### I/O pins on the die edge, run 1

Scale: 4 px per µm. Pins as bars across the die edge, other pins in gray.
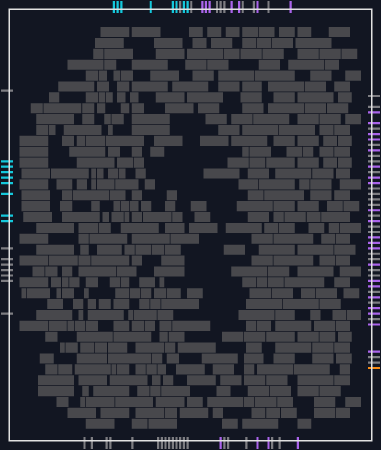
### Cell placement, run 1

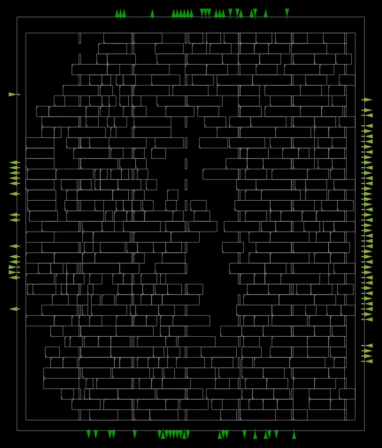
### Met2 routing, run 1

Scale: 4 px per µm.
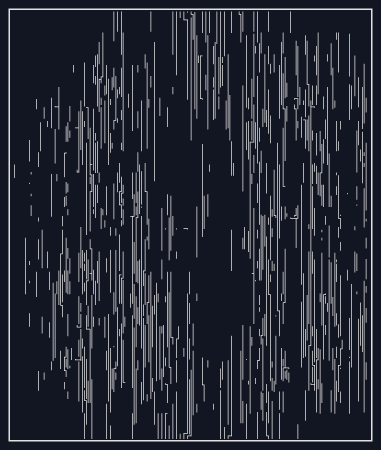
Design branch_redirect_controller_flat, sky130hd; sources not shown.
==> flow_metrics.py, run 1 <==
# Metrics from the implementation run
metrics = {
    "status": {
        "status": "complete, but fails checks",
        "failed_checks": "negative setup slack",
    },
    "grt": {
        "number_of_antenna_violations_at_the_first_check_in_global_routing": 0,
        "grt-ovfl-total": 0,
        "grt_pass1_vias": 2837,
        "grt_util_all_layers_pct": 19.2,
    },
    "logic_synthesis": {
        "dominant_cell_area_share_pct": 52.8,
        "synthFlopType": "sky130_fd_sc_hd__dfrtp_1",
        "synth_instances": 236,
        "netlist.top_cell.by_instances": "sky130_fd_sc_hd__dfrtp_1",
        "netlist_top_cells_area": "sky130_fd_sc_hd__dfrtp_1, sky130_fd_sc_hd__mux2_2, sky130_fd_sc_hd__xnor2_1",
        "yosys_cells": 236,
        "yosysSeqAreaShare_pct": 52.8,
    },
    "pwr": {
        "power_switching_share_pct": 33.3,
        "power_per_cell_area_nw_per_um2": 1220,
        "p_clk_share_pct": 21.9,
        "seq_power_share_pct": 36.0,
    },
    "clock_network": {
        "root_buffer": "sky130_fd_sc_hd__clkbuf_8",
        "numCtsBuffers": 9,
        "worstSkewPairLatency_ns": 0.34,
        "tritoncts": "yes",
        "clkTransAtPathRegs_ns": 0.07,
    },
    "setup_path": {
        "worst-r2r-cell-count": 7,
        "cpMaxStageDelayCell": "sky130_fd_sc_hd__dfrtp_2",
        "timing.setup.critical_path_class": "register to output pin",
        "regToRegSetupSlack_ns": -0.25,
    },
    "final_timing": {
        "fin_tns_setup_ns": -16.99,
        "max_slew.worst_pin.slew_ns": 0.672,
        "finalSetupViolations": 86,
        "fin_worst_hold_slack_ns": 0.119,
        "postLayoutSetupSlackWorst_ns": -0.286,
        "report.final.slew_viol_count": 0,
    },
    "final_layout": {
        "utilization_pct": 69.6,
        "filler_cell_count": 588,
        "largest_register_ffs": 32,
        "antenna_cells": 0,
        "drive_above_1_share_pct": 63.2,
    },
    "routing": {
        "drt-wirelength-per-cell_um": 16.7,
        "first_iter_violations": 73,
        "residual_drc_count": 0,
    },
}
About 'I/O pins on the die edge':
- orange: `RESET` (pins 1; direction input; edge east)
- cyan: `bus_FLUSH_COUNT` (pins 16; direction output; edge 8 west, 8 north)
- purple: `bus_B_PC` (pins 32; direction input; edge 21 east, 7 north, 4 south)
- all pins by edge: 45 east, 23 south, 23 north, 16 west
Die Span X: 90.3 µm
Die Y-Extent: 108 µm
number of buffer cells added on primary ports: 106

About 'Cell placement':
non-filler instance count after layout: 530
Core Area: 8610 µm²
register fraction of the total cell area: 28.0%
row cnt: 37

About 'Met2 routing':
- wire length on this layer: 4530 µm
- nets with wire on the layer: 422
- longest straight run: 61.2 µm
- main direction: vertical
- share of all routed wire: 51%
routed wire length: 8840 µm
fraction of met2 tracks used by global routing: 33.5%
vias after detailed routing: 2509

[run 1: through the flow]
stage	power, mW	instances	cell area (µm²)	worst slack, ns
finish	7.30	530	6000	-0.286
global route	7.62	530	6000	-0.334
CTS	7.28	528	5950	-0.303
detailed placement	5.27	488	5110	-0.362
global placement	5.19	488	5110	-0.342
floorplan	4.04	236	3350	-0.122
[run 1: power by group through the flow]
| stage | registers, mW | clock network, mW | logic [mW] |
|---|---|---|---|
| finish | 2.63 | 1.60 | 3.08 |
| global route | 2.68 | 1.71 | 3.23 |
| CTS | 2.60 | 1.64 | 3.04 |
| detailed placement | 2.62 | 0 | 2.65 |
| global placement | 2.59 | 0 | 2.59 |
| floorplan | 3.05 | 0 | 0.989 |
[run 1: cells in the final DEF, fill, tap and decap left out, drive strengths merged]
master         netlist  final
and4                 3      3
nor3b                1      1
o21a                 1      1
dfrtp               66     66
nand2b               1      1
ha                   2      2
nand3b               1      1
and2                 2      2
buf                  8    132
dlygate4sd3          0      2
nand3               10     10
xnor2               19     19
nand4               10     10
bufinv               0      1
clkbuf               1     13
a21oi                3      3
clkdlybuf4s50        0     34
a211o                1      1
nor4                 1      1
dlygate4sd2          0      2
nand2               10     10
clkinv               0      2
xor2                11     11
and3                 3      3
inv                  5      4
nor2                 4      4
mux2                66     66
nor3                 5      5
clkinvlp             0      1
a2111o               1      1
a211oi               1      1
[run 1: logic make-up (layout without fill, tap and decap cells)]
group	Yosys count	in the layout	synth area share [%]
AOI/OAI and AO/OA	7	7	1.72
xor gates and xnor gates	30	30	8.41
adders and majority gates	2	2	0.801
buffers and inverters	14	191	1.96
DFF	66	66	52.8
muxes	66	66	23.8
and+or+nand+nor	51	51	10.5
[run 1: worst min-delay path, cell delays in order]
cell                    delay [ns]
sky130_fd_sc_hd__buf_4        0.15
sky130_fd_sc_hd__buf_4        0.13
sky130_fd_sc_hd__buf_4        0.52
[run 1: repair_timing]
action / in CTS / in global routing
gates resized: 95 / 8
endpoints found under the hold margin: 17 / 0
endpoints found under the setup margin: 97 / 103
pin swaps: 10 / 3
hold buffers: 2 / 0
cloned: 5 / 0
setup buffers: 17 / 3
[run 1: layout make-up]
type / count / area (µm²) / share of cell area [%]
Inverter: 5 / 27.5 / 0.459
Clock buffer: 13 / 154 / 2.57
Multi-Input combinational cell: 156 / 1760 / 29.3
Sequential cell: 66 / 1680 / 28.0
Tap cell: 117 / 146 / 2.44
Clock inverter: 3 / 40.0 / 0.668
Timing Repair Buffer: 170 / 2190 / 36.6
[run 1: layer usage]
layer	share of wire, %	track usage, %	wire length (µm)
met1	42	22.5	3750
met2	51	33.5	4530
met3	4.9	4.90	434
met4	1.4	8.02	122
met5	0	0	0
==> run 2: changes to the inputs <==
--- a/config.mk
+++ b/config.mk
@@ -12,6 +12,7 @@
 export DETAILED_ROUTE_END_ITERATION = 16
 export PLACE_DENSITY = 0.69
 export SETUP_SLACK_MARGIN = 0.15
+export SKIP_LAST_GASP = 1
 export SYNTH_ARGS = -nofsm -noshare
 export SYNTH_HDL_FRONTEND = slang
 export SYNTH_SLANG_ARGS = --single-unit
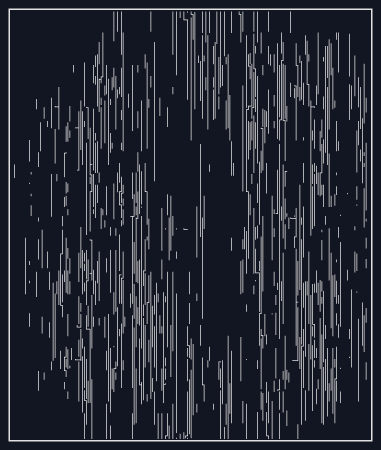
*Met2 routing, run 2*
Scale: 4 px per µm.
vias after detailed routing: 2525
routed wire length: 8920 µm
fraction of met2 tracks used by global routing: 33.4%

==> run 2 against run 1 <==
Effect of this change: the flow still finishes with violations (negative setup slack); total power increased by 0.14%; critical path type unchanged; via count increased by 0.64%; first-iteration DRC count increased by 2.7%; sequential power about the same; die area unchanged.
==> flow_metrics.py, run 2 <==
# Metrics from the implementation run
metrics = {
    "status": {
        "status": "complete, but fails checks",
        "failed_checks": "negative setup slack",
    },
    "clock_network": {
        "clkTransAtPathRegs_ns": 0.07,
        "tritoncts": "yes",
        "worstSkewPairLatency_ns": 0.34,
        "cts_htree_levels": 3,
        "root_buffer": "sky130_fd_sc_hd__clkbuf_8",
        "numCtsBuffers": 9,
    },
    "setup_path": {
        "setup.worst_path.end_class": "output pin",
        "worst-r2r-cell-count": 7,
        "crit_fanout": 8,
        "cpMaxStageDelayCell": "sky130_fd_sc_hd__dfrtp_2",
        "timing.setup.critical_path_class": "register to output pin",
        "regToRegSetupSlack_ns": -0.26,
    },
    "final_layout": {
        "antenna_cells": 0,
        "filler_cell_count": 579,
        "final-instance-count-excl-fill": 530,
        "most-common-layout-cells": "sky130_fd_sc_hd__mux2_4, sky130_fd_sc_hd__dfrtp_1, sky130_fd_sc_hd__buf_12, sky130_fd_sc_hd__buf_6, sky130_fd_sc_hd__buf_4",
        "synthToLayoutAreaGrowth_pct": 92.3,
        "drive_above_1_share_pct": 63.2,
        "mostFrequentLayoutCell": "sky130_fd_sc_hd__mux2_4",
        "utilization_pct": 69.8,
        "largest_register_ffs": 32,
        "final_cell_area_um2": 6010,
    },
    "logic_synthesis": {
        "synthesis.nets": 276,
        "synth.yosys.chip_area_um2": 3130,
        "syn_area_um2": 3130,
        "yosysSeqAreaShare_pct": 52.8,
        "netlist.top_cell.by_instances": "sky130_fd_sc_hd__dfrtp_1",
        "synthFlopType": "sky130_fd_sc_hd__dfrtp_1",
        "enable_flop_cells": 0,
        "dominant_cell_area_share_pct": 52.8,
        "synth_instances": 236,
        "yosys_cells": 236,
        "synth_top_cell_by_area": "sky130_fd_sc_hd__dfrtp_1",
        "netlist_top_cells_area": "sky130_fd_sc_hd__dfrtp_1, sky130_fd_sc_hd__mux2_2, sky130_fd_sc_hd__xnor2_1",
    },
    "place": {
        "dp_hpwl_um": 5400,
        "port_buffers": 106,
        "dp_cells": 488,
        "placed_area_um2": 5110,
        "place_congestion": 0.762,
        "pre_cts_ws_ns": -0.362,
    },
    "grt": {
        "grt_pass1_vias": 2815,
        "grt-ovfl-total": 0,
        "grt_max_degree": 50,
        "grt_util_all_layers_pct": 19.0,
        "number_of_antenna_violations_at_the_first_check_in_global_routing": 0,
        "first_pass_grt_wire_length_um": 14400,
    },
    "final_timing": {
        "fin_tns_setup_ns": -17.00,
        "layout_worst_path_cycle_share_pct": 121,
        "slew-limit-headroom_pct": 55.0,
        "report.final.slew_viol_count": 0,
        "postLayoutSetupSlackWorst_ns": -0.289,
        "finalSetupViolations": 86,
        "finalHoldViolCount": 0,
        "fin_worst_hold_slack_ns": 0.122,
        "max_slew.worst_pin.slew_ns": 0.672,
    },
    "pwr": {
        "p_total_mw": 7.31,
        "seq_power_share_pct": 36.0,
        "p_clk_share_pct": 21.9,
        "max-vdd-ir-drop_uv": 1200,
        "power_switching_share_pct": 33.4,
        "power_per_cell_area_nw_per_um2": 1220,
        "p_int_mw": 4.87,
    },
    "floorplan": {
        "die_y_extent_um": 108,
        "core_util_floorplan_pct": 36.3,
        "fp-row-count": 37,
        "floorplan.core_area_um2": 8610,
        "die_span_x_um": 90.3,
    },
    "routing": {
        "drt-wirelength-per-cell_um": 16.8,
        "residual_drc_count": 0,
        "first_iter_violations": 75,
        "final_antenna_net_count": 0,
    },
    "flow_run": {
        "warning_count": 29,
    },
    "worst_hold_path": {
        "hold_class": "input port to asynchronous set/reset pin",
    },
}
==> run 2: layout make-up <==
type	instances	area (µm²)	area share, %
clock buffer	13	154	2.56
inverter	5	27.5	0.458
sequential	66	1680	27.9
tap	117	146	2.44
timing repair buffer	170	2210	36.8
clock inverter	3	40.0	0.666
multi-input combinational	156	1750	29.1
==> run 2: what timing repair did <==
item	4_1_cts	5_1_grt
hold buffers	2	0
gates resized	89	18
cloned	5	0
pin swaps	10	3
buffers inserted	17	3
endpoints found under the hold margin	17	0
setup endpoints to repair	97	104
==> run 2: layer usage <==
layer	GRT usage, %	vias up	part of all wire [%]
li1	-	1180	-
met1	22.1	1255	42
met2	33.4	78	52
met3	5.04	12	5.1
met4	8.02	0	1.4
met5	0	-	0
==> run 2: power groups by stage <==
stage	Sequential (mW)	Combinational, mW	Clock, mW
2_1_floorplan	3.05	0.989	0
3_3_place_gp	2.59	2.59	0
3_5_place_dp	2.62	2.65	0
4_1_cts	2.60	3.01	1.64
5_1_grt	2.68	3.24	1.72
6_report	2.63	3.08	1.60
==> run 2: worst register-to-register path: stages, from the launching register on <==
cell and delay (ns):
sky130_fd_sc_hd__dfrtp_2 0.44, sky130_fd_sc_hd__buf_4 0.15, sky130_fd_sc_hd__buf_6 0.11, sky130_fd_sc_hd__nor3_4 0.15, sky130_fd_sc_hd__buf_6 0.14, sky130_fd_sc_hd__buf_12 0.10, sky130_fd_sc_hd__buf_16 0.13, sky130_fd_sc_hd__mux2_2 0.33
==> run 2: logic make-up after synthesis <==
kind of cell               Yosys count  synth area share, %
muxes                               66                 23.8
DFF                                 66                 52.8
and+or+nand+nor                     51                 10.5
xor gates and xnor gates            30                 8.41
buffers and inverters               14                 1.96
AOI/OAI and AO/OA                    7                 1.72
adders and majority gates            2                0.801
Power and IR drop assume default switching activity.
